==> images/metal_density.png <==
The bar under the picture is 10 um long. The die is cut into 8 by 8 equal tiles; white is low, dark blue is high, scaled to the fullest tile. Values are wire area over tile area, all layers added.
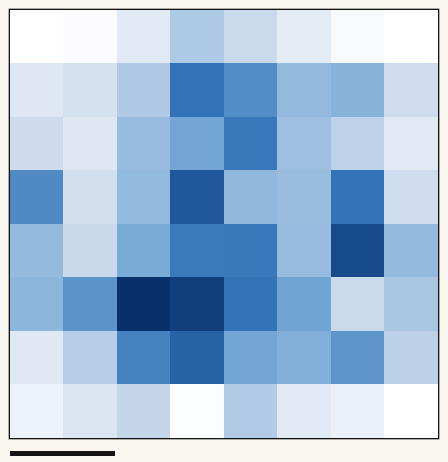
==> images/congestion.png <==
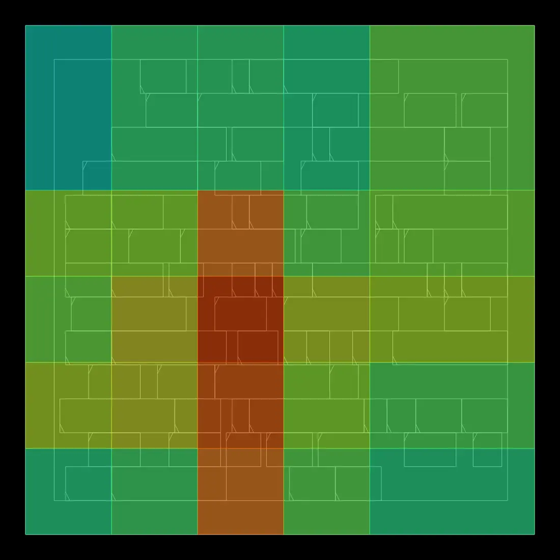
==> images/io_fan.png <==
The bar under the picture is 10 um long.
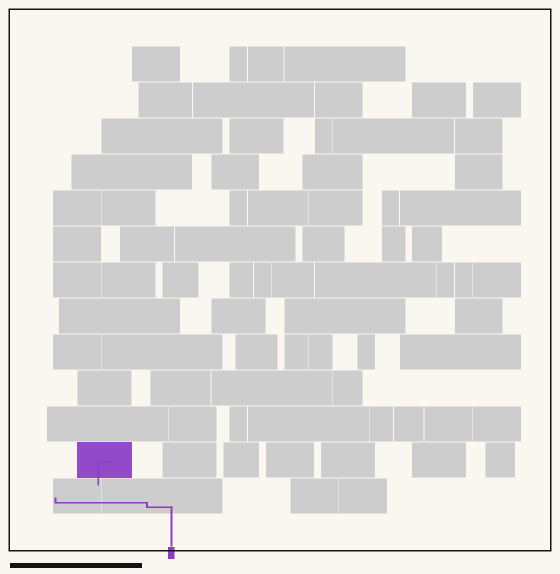
--- src/rtl/cla_carry_stage.sv ---
// Two-register 4-bit carry-lookahead stage: stage A holds p/g/c0, stage B holds sums and carry-out.
// Optional macro CLA_GROUP_PG_EN adds registered group propagate (pg) and group generate (gg) outputs.
module cla_carry_stage (
  input  logic clk,
  input  logic rst,
  input  logic p1,
  input  logic p2,
  input  logic p3,
  input  logic p4,
  input  logic g1,
  input  logic g2,
  input  logic g3,
  input  logic g4,
  input  logic c0,
  input  logic in_valid,
  output logic in_ready,
  output logic s1,
  output logic s2,
  output logic s3,
  output logic s4,
  output logic c4,
  output logic out_valid,
  input  logic out_ready
`ifdef CLA_GROUP_PG_EN
  ,
  output logic pg,
  output logic gg
`endif
);

  // Handshake: a beat moves on any edge where valid & ready are both high;
  // a held result (out_valid & !out_ready) stays unchanged until accepted.
  logic [3:0] r_p;
  logic [3:0] r_g;
  logic       r_c0;
  logic       r_a_valid;
  logic [3:0] r_s;
  logic       r_c4;
  logic       r_out_valid;

  logic       w_b_adv;
  logic       w_capture;
  logic [4:0] w_c;
  logic [3:0] w_s;

  assign w_b_adv   = r_a_valid & (~r_out_valid | out_ready);
  assign in_ready  = ~r_a_valid | w_b_adv;
  assign w_capture = in_valid & in_ready;

  // Flat two-level lookahead; each carry depends only on stage A registers.
  assign w_c[0] = r_c0;
  assign w_c[1] = r_g[0] | (r_p[0] & r_c0);
  assign w_c[2] = r_g[1] | (r_p[1] & r_g[0]) | (r_p[1] & r_p[0] & r_c0);
  assign w_c[3] = r_g[2] | (r_p[2] & r_g[1]) | (r_p[2] & r_p[1] & r_g[0])
                | (r_p[2] & r_p[1] & r_p[0] & r_c0);
  assign w_c[4] = r_g[3] | (r_p[3] & r_g[2]) | (r_p[3] & r_p[2] & r_g[1])
                | (r_p[3] & r_p[2] & r_p[1] & r_g[0])
                | (r_p[3] & r_p[2] & r_p[1] & r_p[0] & r_c0);
  assign w_s    = r_p ^ w_c[3:0];

  always_ff @(posedge clk or posedge rst) begin
    if (rst) begin
      r_p       <= '0;
      r_g       <= '0;
      r_c0      <= 1'b0;
      r_a_valid <= 1'b0;
    end else begin
      if (w_capture) begin
        r_p  <= {p4, p3, p2, p1};
        r_g  <= {g4, g3, g2, g1};
        r_c0 <= c0;
      end
      if (w_capture)    r_a_valid <= 1'b1;
      else if (w_b_adv) r_a_valid <= 1'b0;
    end
  end

  always_ff @(posedge clk or posedge rst) begin
    if (rst) begin
      r_s         <= '0;
      r_c4        <= 1'b0;
      r_out_valid <= 1'b0;
    end else if (w_b_adv) begin
      r_s         <= w_s;
      r_c4        <= w_c[4];
      r_out_valid <= 1'b1;
    end else if (out_ready & r_out_valid) begin
      r_out_valid <= 1'b0;
    end
  end

`ifdef CLA_GROUP_PG_EN
  logic w_pg;
  logic w_gg;
  logic r_pg;
  logic r_gg;

  assign w_pg = &r_p;
  assign w_gg = r_g[3] | (r_p[3] & r_g[2]) | (r_p[3] & r_p[2] & r_g[1])
              | (r_p[3] & r_p[2] & r_p[1] & r_g[0]);

  always_ff @(posedge clk or posedge rst) begin
    if (rst) begin
      r_pg <= 1'b0;
      r_gg <= 1'b0;
    end else if (w_b_adv) begin
      r_pg <= w_pg;
      r_gg <= w_gg;
    end
  end

  assign pg = r_pg;
  assign gg = r_gg;
`endif

  assign {s4, s3, s2, s1} = r_s;
  assign c4               = r_c4;
  assign out_valid        = r_out_valid;

endmodule
--- config.mk ---
export PLATFORM = sky130hd
export DESIGN_NAME = cla_carry_stage
export DESIGN_NICKNAME = d
export VERILOG_FILES = /design/src/rtl/cla_carry_stage.sv
export SDC_FILE = /design/constraint.sdc
export NUM_CORES = 1
export LEC_CHECK = 0
export ABC_CLOCK_PERIOD_IN_PS = 2340
export CAP_MARGIN = 5
export CORE_MARGIN = 2
export CORE_UTILIZATION = 51
export CTS_BUF_LIST = sky130_fd_sc_hd__clkbuf_4
export CTS_CLUSTER_DIAMETER = 60
export CTS_CLUSTER_SIZE = 8
export DETAILED_ROUTE_END_ITERATION = 12
export PLACE_DENSITY = 0.82
export SYNTH_ARGS = -nofsm -noshare
export SYNTH_HDL_FRONTEND = slang
export SYNTH_SLANG_ARGS = --single-unit
--- constraint.sdc ---
create_clock -name clk -period 2.34 [get_ports clk]
set_input_delay 0.351 -clock clk [delete_from_list [all_inputs] [get_ports clk]]
set_output_delay 0.351 -clock clk [all_outputs]
set_load 0.03 [all_outputs]
==> impl_metrics.json <==
{
  "drv_cap": 0,
  "flop_cell": "dfrtp_1",
  "dp.cells": 86,
  "reg.largest.list": "r_g (4), r_p (4), r_s (4)",
  "hp-class": "input pin to asynchronous set/reset pin",
  "cts_resized": 0,
  "largest_cell_class": "sequential cells",
  "power_leader": "sequential cells",
  "tap_cells": 15,
  "gp_congestion": 0.693,
  "tool_warnings": 26,
  "seq_area_sq_um": 400,
  "cp_max_fo": 3,
  "wl_met3_um": 51,
  "worst_pin_slew_ps": 589,
  "ant_nets": 0,
  "async_flop_share_pct": 100,
  "edf_count": 0,
  "worstReg2RegStart": "r_a_valid",
  "yosys.area_share.aoi_pct": 8.88,
  "synth.distinct_cells": 17,
  "num-nonclk-buffers": 19,
  "crit_start": "out_ready",
  "finalSetupViolCount": 0,
  "worstSetupEndpoint": "in_ready",
  "grt_max_degree": 17,
  "root_buffer": "clkbuf_4",
  "yosys.area_share.adder_pct": 1.81,
  "met2_length_um": 539,
  "yosys.area.top_type": "dfrtp_1",
  "grt_pass1_vias": 402,
  "worst_ep_required_time_ps": 1990,
  "htreeDepth": 1,
  "seq_cells": 16,
  "design_area_sq_um": 926,
  "synth_top_area_share_pct": 58.0,
  "p_leak_nw": 0.389,
  "via_per_inst": 5.16,
  "die_area_sq_um": 1660,
  "hold_viol_final": 0,
  "top_logic_kind": "multiplexers",
  "combinationalPower_uw": 255,
  "worst-path-buf-inv": 2,
  "crit_path_start_kind": "input pin",
  "grt-ovfl-total": 0,
  "drt-met1-wl_um": 495,
  "synth.most_common_cell": "dfrtp_1",
  "fin_cells": 90,
  "clk_pin_slew_ps": 90,
  "min_period_over_period_pct": 86.0,
  "nFillCells": 103,
  "max_stage_delay_ps": 690,
  "critPathTopFamily": "buffers and inverters",
  "seq_share_pct": 43.2,
  "dr.max_layer_used": "met4",
  "clk_path_buf_depth": 2,
  "cts-buffers-inserted": 3,
  "layout_top_cell": "clkdlybuf4s50_1",
  "vias": 464,
  "logic_gates": 35,
  "drt_iter0_markers": 9,
  "syn_to_final_growth_pct": 34.1,
  "nets": 90,
  "clk_share_pct": 2.84,
  "status": "finished, final reports clean",
  "hold-worst-slack_ps": 423,
  "layout_top_cells": "clkdlybuf4s50_1 (19), dfrtp_1 (16), mux2_2 (10)",
  "nonClockInverterCount": 1,
  "post_dp_cell_area_sq_um": 900,
  "cp_slowest_cell": "clkdlybuf4s50_1",
  "initCoreUtil_pct": 53.7,
  "powerDensity_nw_per_um2": 829,
  "drtPass1Iterations": 4,
  "io_pins": 20,
  "drv_slew": 0
}
Back to the opening pictures, metal_density.png:
emptiest ninth of the die	north-west
densest ninth of the die	center
fullest tile	0.29
nearly empty tiles	7.8%

Back to the opening pictures, congestion.png:
GRT met1 Usage: 20.3%
Final Util: 72.1%
GRT busiest layer: met2
GRT Total Usage: 17.7%

Back to the opening pictures, io_fan.png:
port	color	bits	direction	end cells	buffers	wire
g4	purple	1	input	1	1	14.9 um

